--- config.mk ---
export PLATFORM = sky130hd
export DESIGN_NAME = pc_fetch_unit_flat
export DESIGN_NICKNAME = d
export VERILOG_FILES = /design/src/rtl/pc_fetch_unit_if.sv /design/src/rtl/pc_fetch_unit.sv /design/src/flat_wrapper.sv
export SDC_FILE = /design/constraint.sdc
export NUM_CORES = 1
export LEC_CHECK = 0
export ABC_CLOCK_PERIOD_IN_PS = 1950
export CORE_MARGIN = 2
export CORE_UTILIZATION = 35
export DETAILED_ROUTE_END_ITERATION = 8
export GPL_ROUTABILITY_DRIVEN = 0
export PLACE_DENSITY = 0.69
export SYNTH_ARGS = -nofsm -noshare
export SYNTH_HDL_FRONTEND = slang
export SYNTH_SLANG_ARGS = --single-unit
--- constraint.sdc ---
create_clock -name clk -period 1.95 [get_ports clk]
set_clock_uncertainty 0.1 [all_clocks]
set_input_delay 0.4875 -clock clk [delete_from_list [all_inputs] [get_ports clk]]
set_output_delay 0.4875 -clock clk [all_outputs]
set_load 0.01 [all_outputs]
--- src/rtl/pc_fetch_unit_if.sv ---
// rtl/pc_fetch_unit_if.sv - instruction memory request/acknowledge bus
interface pc_fetch_unit_if;
  logic        imem_req;
  logic [31:0] imem_addr;
  logic        imem_ack;
  logic [31:0] imem_rdata;

  // Fetch unit side: issues the request and address, receives ack and word
  modport master (
    output imem_req,
    output imem_addr,
    input  imem_ack,
    input  imem_rdata
  );

  // Memory side: accepts the request and returns the word with ack
  modport slave (
    input  imem_req,
    input  imem_addr,
    output imem_ack,
    output imem_rdata
  );
endinterface

--- src/rtl/pc_fetch_unit.sv ---
// rtl/pc_fetch_unit.sv - PC register and BOOT/FETCH/EXEC fetch sequencer (option: ALIGN_CHECK_EN)
module pc_fetch_unit #(
  parameter logic [31:0] RESET_PC   = 32'h0000_0000,
  parameter logic [31:0] EXC_VECTOR = 32'h0000_0180,
  parameter logic [31:0] NOP_WORD   = 32'h0000_0000
) (
  input  logic        clk,
  input  logic        rst_n,
  input  logic [31:0] nextpc,
  input  logic        stall,
  pc_fetch_unit_if.master imem,
  output logic [31:0] pc,
  output logic [31:0] insOut,
  output logic        ins_valid,
  output logic [31:0] icount,
  output logic        align_err
);

  typedef enum logic [1:0] {
    BOOT  = 2'd0,
    FETCH = 2'd1,
    EXEC  = 2'd2
  } state_t;

  state_t      state_q, state_d;
  logic [31:0] pc_q, pc_d;
  logic        req_q, req_d;
  logic [31:0] addr_q, addr_d;
  logic [31:0] ins_q, ins_d;
  logic        valid_q, valid_d;
  logic [31:0] icount_q, icount_d;
  logic        aerr_q, aerr_d;
  logic [31:0] target_pc;
  logic        target_err;

  // Resolve the pc taken at EXEC exit; low address bits are never kept
`ifdef ALIGN_CHECK_EN
  always_comb begin
    target_err = (nextpc[1:0] != 2'b00);
    target_pc  = target_err ? EXC_VECTOR : nextpc;
  end
`else
  logic unused_exc_vector;
  assign unused_exc_vector = ^EXC_VECTOR;

  always_comb begin
    target_err = 1'b0;
    target_pc  = nextpc & ~32'h0000_0003;
  end
`endif

  // Next-state and next-output logic; every output is registered below
  always_comb begin
    state_d  = state_q;
    pc_d     = pc_q;
    req_d    = req_q;
    addr_d   = addr_q;
    ins_d    = ins_q;
    valid_d  = valid_q;
    icount_d = icount_q;
    aerr_d   = 1'b0;
    unique case (state_q)
      BOOT: begin
        state_d = FETCH;
        req_d   = 1'b1;
        addr_d  = pc_q;
      end
      FETCH: begin
        // Stall is deliberately ignored here; only the ack moves us on
        if (imem.imem_ack) begin
          ins_d   = imem.imem_rdata;
          valid_d = 1'b1;
          req_d   = 1'b0;
          state_d = EXEC;
        end
      end
      EXEC: begin
        if (!stall) begin
          pc_d     = target_pc;
          addr_d   = target_pc;
          icount_d = icount_q + 32'd1;
          aerr_d   = target_err;
          valid_d  = 1'b0;
          ins_d    = NOP_WORD;
          req_d    = 1'b1;
          state_d  = FETCH;
        end
      end
      default: begin
        state_d = BOOT;
        req_d   = 1'b0;
        valid_d = 1'b0;
      end
    endcase
  end

  // State and output registers; reset abandons any outstanding request
  always_ff @(posedge clk or negedge rst_n) begin
    if (!rst_n) begin
      state_q  <= BOOT;
      pc_q     <= RESET_PC;
      req_q    <= 1'b0;
      addr_q   <= RESET_PC;
      ins_q    <= NOP_WORD;
      valid_q  <= 1'b0;
      icount_q <= 32'd0;
      aerr_q   <= 1'b0;
    end else begin
      state_q  <= state_d;
      pc_q     <= pc_d;
      req_q    <= req_d;
      addr_q   <= addr_d;
      ins_q    <= ins_d;
      valid_q  <= valid_d;
      icount_q <= icount_d;
      aerr_q   <= aerr_d;
    end
  end

  assign imem.imem_req  = req_q;
  assign imem.imem_addr = addr_q;
  assign pc             = pc_q;
  assign insOut         = ins_q;
  assign ins_valid      = valid_q;
  assign icount         = icount_q;
  assign align_err      = aerr_q;

endmodule

--- src/flat_wrapper.sv ---
// flat-port wrapper written by rule: the top's interface ports become plain ports
module pc_fetch_unit_flat 
#(
  parameter logic [31:0] RESET_PC   = 32'h0000_0000,
  parameter logic [31:0] EXC_VECTOR = 32'h0000_0180,
  parameter logic [31:0] NOP_WORD   = 32'h0000_0000
)
  (clk, rst_n, nextpc, stall, pc, insOut, ins_valid, icount, align_err, imem_imem_req, imem_imem_addr, imem_imem_ack, imem_imem_rdata);
  pc_fetch_unit_if imem_i ();
  input  logic clk;
  input  logic rst_n;
  input  logic [31:0] nextpc;
  input  logic stall;
  output logic [31:0] pc;
  output logic [31:0] insOut;
  output logic ins_valid;
  output logic [31:0] icount;
  output logic align_err;
  output wire logic [$bits(imem_i.imem_req)-1:0] imem_imem_req;
  output wire logic [$bits(imem_i.imem_addr)-1:0] imem_imem_addr;
  input wire logic [$bits(imem_i.imem_ack)-1:0] imem_imem_ack;
  input wire logic [$bits(imem_i.imem_rdata)-1:0] imem_imem_rdata;
  assign imem_imem_req = imem_i.imem_req;
  assign imem_imem_addr = imem_i.imem_addr;
  assign imem_i.imem_ack = imem_imem_ack;
  assign imem_i.imem_rdata = imem_imem_rdata;
  pc_fetch_unit #(.RESET_PC(RESET_PC), .EXC_VECTOR(EXC_VECTOR), .NOP_WORD(NOP_WORD)) u_core (.clk(clk), .rst_n(rst_n), .nextpc(nextpc), .stall(stall), .imem(imem_i), .pc(pc), .insOut(insOut), .ins_valid(ins_valid), .icount(icount), .align_err(align_err));
endmodule
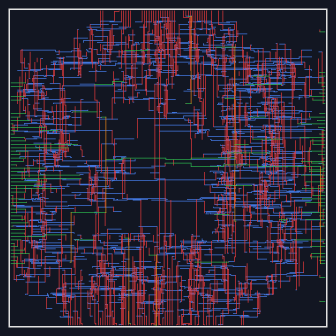
*Signal wires by layer, run 1*
Blue shows M1, wire length 5960 um. Red shows M2, wire length 6570 um. Green shows M3, wire length 886 um. Orange shows M4, wire length 263 um.
wire length after detailed routing: 13700 um
Routed WL per cell: 16.5 um

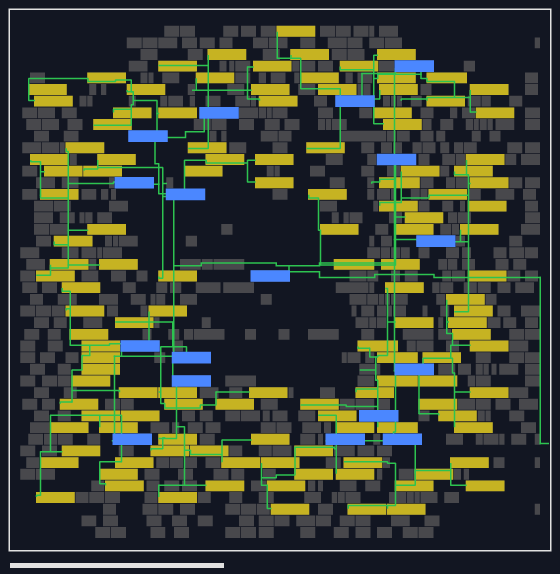
*Clock network drawn from the DEF, run 1*
Scale bar: 50 um.
Green shows clock wires, length 1610 um. Blue shows clock-net drivers, count 17. Yellow shows flip-flops, count 127.
There are 18 routed clock nets. Position of the flops: widely spread.
clock share of power: 23.7%
Power Clock: 2850 uW
insertion delay to the later sink of the worst-skew pair: 0.41 ns

==> results.txt, run 1 <==
Update from the flow run.

The most heavily used metal layer in global routing is met2. Counting flops with a built-in enable in the synthesized netlist gives 0. The xor/xnor share of the synthesized area is roughly 5.2%. The gate count of the mapped netlist is between 400 and 500.

The clock-pin transition on the worst setup and hold timing paths is 0.05 ns. Counting instances in the post-synthesis netlist gives the leading cell types as sky130_fd_sc_hd__dfrtp_1, sky130_fd_sc_hd__nor2_1, sky130_fd_sc_hd__a21oi_1, sky130_fd_sc_hd__a22o_1, sky130_fd_sc_hd__mux2_2. The kind of end point of the critical path is an output pin. The number of global-route vias before repair came to between 4000 and 5000. Each instance of the synthesized netlist takes up on average between 10 and 15 um2. about 200 I/O pins were placed. The power report puts the leakage power at about 0.004 uW. The number of setup buffers added after CTS is 10. STA on the placed design reports a worst setup slack of -0.517 ns. The run finished with clean final reports.

Sequential cells were found to cover between 60 and 70% of the synthesized design area. The post-route netlist has about 17% of its cells at a drive strength greater than 1. The OpenROAD report gives the critical path a required time of about 1.4 ns. The critical register-to-register path endpoint is u_core.icount[31]. The register-to-register path setup slack is about 0.18 ns.

Looking at the critical path, the single cell with the biggest stage delay is sky130_fd_sc_hd__clkdlybuf4s50_1. The fraction of power consumed by sequential logic is between 30% and 40%. The arrival time at the worst endpoint is about 1.3 ns. The detailed router reports a met2 wire length of about 6600 um. The power in combinational cells is just under 5000 uW.
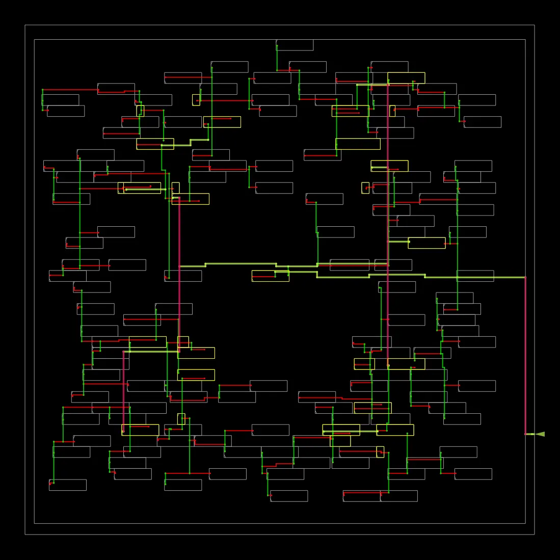
*The clock network, run 1*
# clk buffers: 21
clock buffer count from CTS: 17
FF+latch count: 127
clock sinks: 127

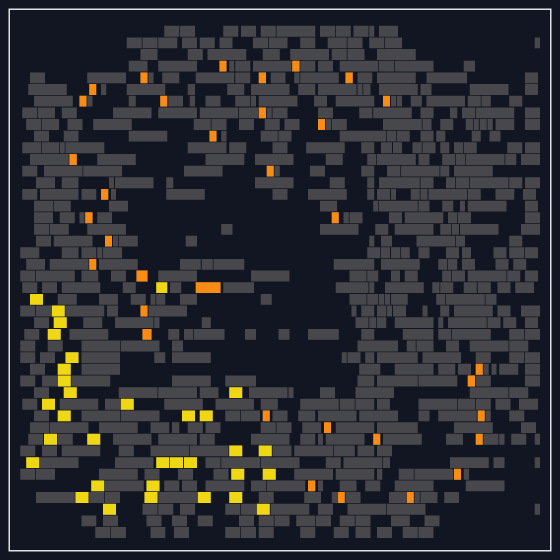
*Logic cells by family, run 1*
Orange shows aoi and oai cells, cells 34, most used a21oi_1, where widely spread. Yellow shows non-inverting ao/oa cells, cells 33, most used a22o_1, where bottom left.
logic share of the area: 23.4%
count of placed standard cells in the final layout, fillers left out: 827
most frequent logic cell in the layout: sky130_fd_sc_hd__clkdlybuf4s50_1

run 1: per-stage QoR:
step	instance area, um2	hold WS [ns]	setup TNS (ns)
after floorplan	5220	0.0919	0
after detailed placement	7480	0.337	-22.50
after global routing	8210	0.415	-0.00143
final	8210	0.376	0
after global placement	7480	0.337	-21.39
after CTS	8080	0.379	0
run 1: area by class of cell:
cell class | instances | area, um2
clock inverter | 8 | 67.6
inverter | 2 | 7.51
sequential | 127 | 3190
tap | 184 | 230
clock buffer | 21 | 460
fill | 1260 | 6330
timing repair buffer | 227 | 2330
multi-input combinational | 258 | 1920
run 1: registers in the layout, indices dropped and copies added (netlist names):
signal and flops:
u_core.pc 30, u_core.state_q 2, u_core.icount 32, u_core.imem.imem_addr 30, u_core.ins_valid 1, u_core.insOut 32
### Port wiring, run 1

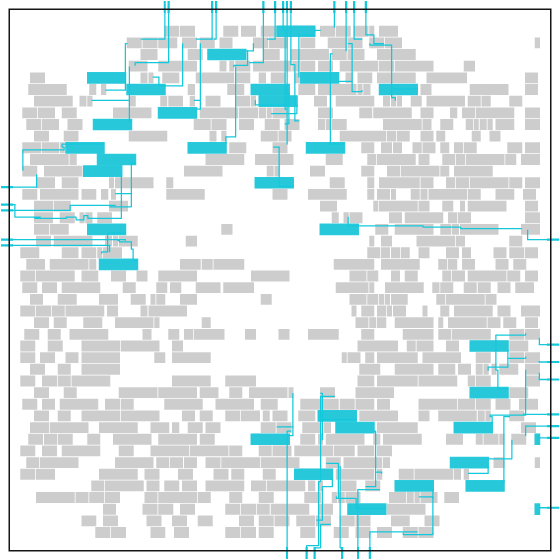

==> run 2, diff against run 1 <==
--- a/config.mk
+++ b/config.mk
@@ -7,10 +7,10 @@
 export LEC_CHECK = 0
 export ABC_CLOCK_PERIOD_IN_PS = 1950
 export CORE_MARGIN = 2
-export CORE_UTILIZATION = 35
+export CORE_UTILIZATION = 40
 export DETAILED_ROUTE_END_ITERATION = 8
 export GPL_ROUTABILITY_DRIVEN = 0
-export PLACE_DENSITY = 0.69
+export PLACE_DENSITY = 0.77
 export SYNTH_ARGS = -nofsm -noshare
 export SYNTH_HDL_FRONTEND = slang
 export SYNTH_SLANG_ARGS = --single-unit
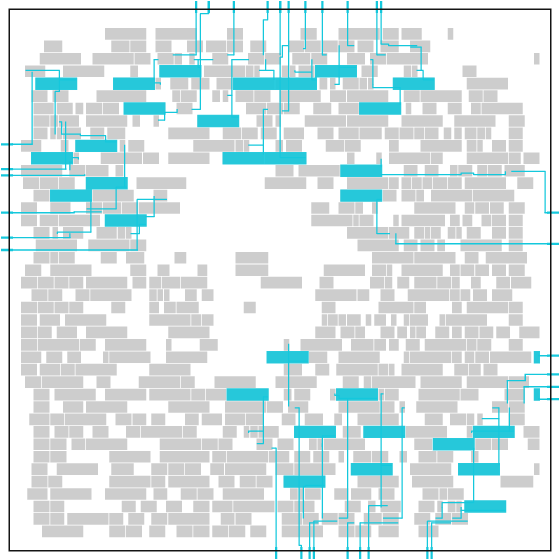
*Port wiring, run 2*
Cyan shows imem_imem_addr, direction output, edge 11 top, 9 bottom, 6 right, 6 left, end cells 32, wire 1010 um.
I/O pins: 199
quantity of I/O buffers inserted on ports: 191

==> run 2 against run 1 <==
Compared with the run above:
- clock-buffer cell count rose by 6
- synthesized cell count did not move
- register-to-register slack got worse by 0.02 ns
- critical path depth did not move
- critical endpoint is now imem_imem_addr[22]
==> results.txt, run 2 <==
Update from the flow run.

The run finished with clean final reports. The setup check on the worst reg-to-reg path leaves a slack of 0.16 ns. Wire segments on met2 add up to approximately 6700 um in the final route. The clock group share of total power is a little over a quarter. The worst register-to-register path ends at u_core.icount[8]. STA classifies the critical path endpoint as an output pin. The most heavily used metal layer in global routing is met2. The data required time of the critical path is roughly 1.4 ns.

The commonest non-fill, non-tap cell in the layout is sky130_fd_sc_hd__dfrtp_1. The combinational gate count is 258. The cell area reported after detailed placement is between 0.007 and 0.008 mm2. For this design, the slowest cell found on the critical path is sky130_fd_sc_hd__clkdlybuf4s50_1. The worst-skew pair later-pin latency is 0.41 ns. The final worst hold slack is roughly 0.3 ns. The largest contributor to cell area by class is flip-flops and latches. The number of flops mapped to enable cells by yosys is 0. TritonCTS created 17 clock buffers. The mean instance size in the synthesized netlist is around 13 um2. The script logs the mean routed wire length per placed instance as between 15 and 20 um.

The post-placement worst setup slack is -0.638 ns. The flow reports power dissipated in the clock network as between 3000 and 4000 uW. Across the whole layout, storage elements make up 39.2% of the cell area. The total wire length after detailed routing is roughly 14000 um. The routed length on met3 is 1040 um. The number of flip-flops and latches is roughly 130. Combinational power for this build is 4750 uW.

Sequential cells account for between 30% and 40% of the total power. Per Yosys stat, the portion of area used by sequential elements is ~61%. Counting the fill cells in the layout gives ~1000.

The fraction of final layout cells sized beyond drive strength 1 is about 14%. Clock tree buffers and inverters occupy 7.56% of the routed design's cell area. The timing startpoint of the critical path is u_core.imem.imem_addr[22]. The leakage dissipation is 0.00399 uW.

The layout has 27 clock buffers. The number of buffers outside the clock class in the layout is ~210. In the final routing, the length of wire on met1 measures around 5500 um. Per the post-CTS timing run, clock transition at the registers of the reported paths is roughly 0.050 ns.

The total negative slack for setup checks is 0 ns. For met2 alone, demand over resource in global routing was around a third. The layout report lists the non-clock buffer share of cell area as a little over a quarter.

By count the netlist is led by sky130_fd_sc_hd__dfrtp_1, sky130_fd_sc_hd__nor2_1, sky130_fd_sc_hd__a21oi_1, sky130_fd_sc_hd__a22o_1, sky130_fd_sc_hd__mux2_2. After routing the design area is roughly 0.0081 mm2. The count of inverters other than clock inverters in the layout is 2.
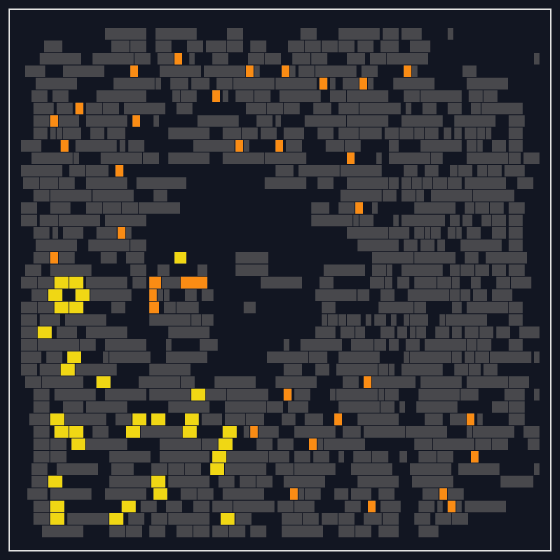
*Logic cells by family, run 2*
Yellow shows non-inverting ao/oa cells, cells 33, most used a22o_1. Orange shows aoi and oai cells, cells 34, most used a21oi_1, where widely spread.
count of placed standard cells in the final layout, fillers left out: 803
logic share of the area: 23.8%

run 2: kinds of logic after synthesis:
kind of cell    count (synthesis)  share of synthesized area, %
compound gates                 67                          8.86
xor+xnor                       31                          5.21
fa+ha+maj                       1                         0.240
buf+inv                        32                          2.86
flops                         127                          61.0
mux                            61                          12.5
other cells                     1                        0.0720
simple gates                   93                          9.27
run 2: repair_timing:
| action | 4_1_cts | 5_1_grt |
|---|---|---|
| hold buffers | 1 | 0 |
| pin swaps | 0 | 1 |
| buffers inserted | 5 | 0 |
| gates resized | 37 | 42 |
| setup endpoints to repair | 81 | 48 |
| gates cloned | 0 | 1 |
| hold endpoints to repair | 1 | 0 |
### Signal wires by layer, run 2

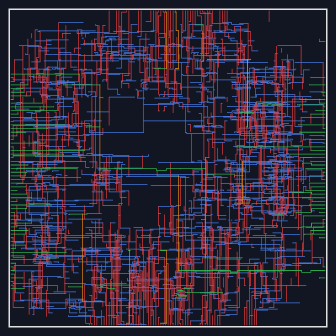

==> run 3, diff against run 2 <==
--- a/config.mk
+++ b/config.mk
@@ -7,10 +7,12 @@
 export LEC_CHECK = 0
 export ABC_CLOCK_PERIOD_IN_PS = 1950
 export CORE_MARGIN = 2
-export CORE_UTILIZATION = 40
+export CORE_UTILIZATION = 41
+export CTS_BUF_LIST = sky130_fd_sc_hd__clkbuf_4 sky130_fd_sc_hd__clkbuf_8
 export DETAILED_ROUTE_END_ITERATION = 8
 export GPL_ROUTABILITY_DRIVEN = 0
-export PLACE_DENSITY = 0.77
+export PLACE_DENSITY = 0.78
+export REMOVE_ABC_BUFFERS = 1
 export SYNTH_ARGS = -nofsm -noshare
 export SYNTH_HDL_FRONTEND = slang
 export SYNTH_SLANG_ARGS = --single-unit
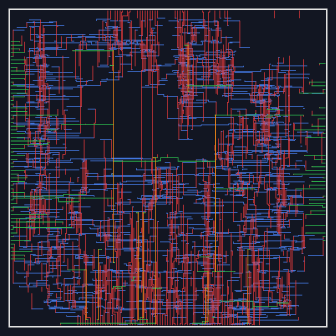
*Signal wires by layer, run 3*
Blue shows M1, wire length 5410 um. Red shows M2, wire length 6720 um. Orange shows M4, wire length 396 um. Green shows M3, wire length 790 um.
total via count in the routed design: 4044
Routed WL per cell: 16.3 um

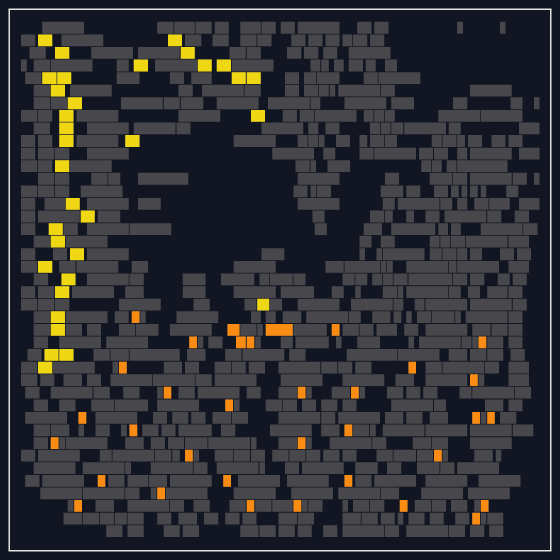
*Logic cells by family, run 3*
Yellow shows non-inverting ao/oa cells, cells 33, most used a22o_1. Orange shows aoi and oai cells, cells 34, most used a21oi_1.
logic share of the area: 24.3%
most frequent logic cell in the layout: sky130_fd_sc_hd__dfrtp_1
count of placed standard cells in the final layout, fillers left out: 815

==> run 3 against run 2 <==
Compared with the run above:
- area after synthesis is the same
- register-to-register slack is essentially flat
- global-route usage is 0.74 points higher
- first-iteration DRC count increased by 9.4%
- critical path depth grew 5
- synthesized cell count did not move
- sequential share of layout area is 0.95 points higher
- die size fell by 2.4%
- via count down 0.27%
- non-clock buffer count is 12 higher
- sequential power is 1% lower
- worst hold slack better by 0.067 ns
==> results.txt, run 3 <==
Update from the flow run.

The total of clock buffers placed in the layout is 23. The count of pins on the block boundary is about 200. The count of inserted antenna diode cells is 0. For this run, the register share of the synthesized area comes to 61.0%. The summed area of non-filler cells in the final layout is between 0.007 and 0.008 mm2. Across the whole layout, storage elements make up 40.1% of the cell area.

The number of cells on the worst hold path is 1. The leakage power in the latest report is ~0.0039 uW. The filler cell count in the final layout is between 1000 and 1500. Buffers placed on the I/O ports in this run total ~190. Summed over all layers, the routed wires come to ~13000 um. For flop-to-flop paths, the worst setup slack is 0.15 ns.

The clock-pin transition on the worst setup and hold timing paths is approximately 0.070 ns. The sequential cells in the finished layout cover a total of 0.00318 mm2. The area fraction in and, or, nand and nor cells after synthesis is 9.27%. The floorplan report lists the tap cell count as 172. The power in combinational cells is about 4400 uW. The timing startpoint of the critical path is stall. The combinational cell area excluding buffers and inverters is 0.00192 mm2. The flow ran to the end, and the final reports show no timing, DRC or antenna violations. Per the post-synthesis report, the number of cells in the design is 413. Per the STA report, the cell with the highest stage delay on the worst path is sky130_fd_sc_hd__clkdlybuf4s50_1. The cell area reported after detailed placement is ~0.0074 mm2. The compound-cell area share of the yosys netlist is roughly 8.9%. The fraction of final layout cells sized beyond drive strength 1 is between 10% and 20%.

The layout has between 200 and 250 buffers outside the clock class. Yosys reports that the most numerous cell types are sky130_fd_sc_hd__dfrtp_1, sky130_fd_sc_hd__nor2_1, sky130_fd_sc_hd__a21oi_1, sky130_fd_sc_hd__a22o_1, sky130_fd_sc_hd__mux2_2. The largest contributor to cell area by class is flip-flops and latches.

The clock group share of total power is between 20% and 30%. The dominant synthesized flop cell is sky130_fd_sc_hd__dfrtp_1. STA classifies the critical path endpoint as a flop. The tally of yosys warning messages is 0. According to the cell report, the number of logic gates is 258.

The clock-net power is about 2500 uW. On the critical path the data arrives at 2.11 ns. The post-placement worst setup slack is -0.445 ns.

Counting every sink on the clock net gives 127. The xor/xnor share of the synthesized area is approximately 5.2%. The data required time of the critical path is around 2.2 ns. The main kind of combinational logic by area is multiplexers. The worst path uses about 97% of the clock period. Multiplexer cells account for between 10% and 20% of the synthesized area. Of all the cell area in the finished design, the clock network holds 5.73%.
run 3: cell counts after synthesis:
No cell type changed its count.
run 3: repair_timing:
item                                   in CTS  in global routing
endpoints found under the hold margin      28                  0
setup endpoints to repair                 117                 23
hold buffers                                1                  0
resized                                   112                 19
buffers inserted                           16                  0
run 3: routing by layer:
layer | GRT usage, % | share of wire [%] | vias up | routed length [um]
li1 | - | - | 1889 | -
met1 | 23.8 | 41 | 1971 | 5410
met2 | 35.2 | 50 | 154 | 6720
met3 | 6.18 | 5.9 | 30 | 790
met4 | 10.4 | 3.0 | 0 | 396
met5 | 0 | 0 | - | 0
run 3: worst reg2reg max path: cells and delay by family, from the launching register on:
kind / cells / cell delay (ns)
DFF: 1 / 0.39
buffers and inverters: 1 / 0.18
xor gates and xnor gates: 1 / 0.15
and+or+nand+nor: 3 / 0.87
No activity file was given, so power comes from the tool's default toggle rates.
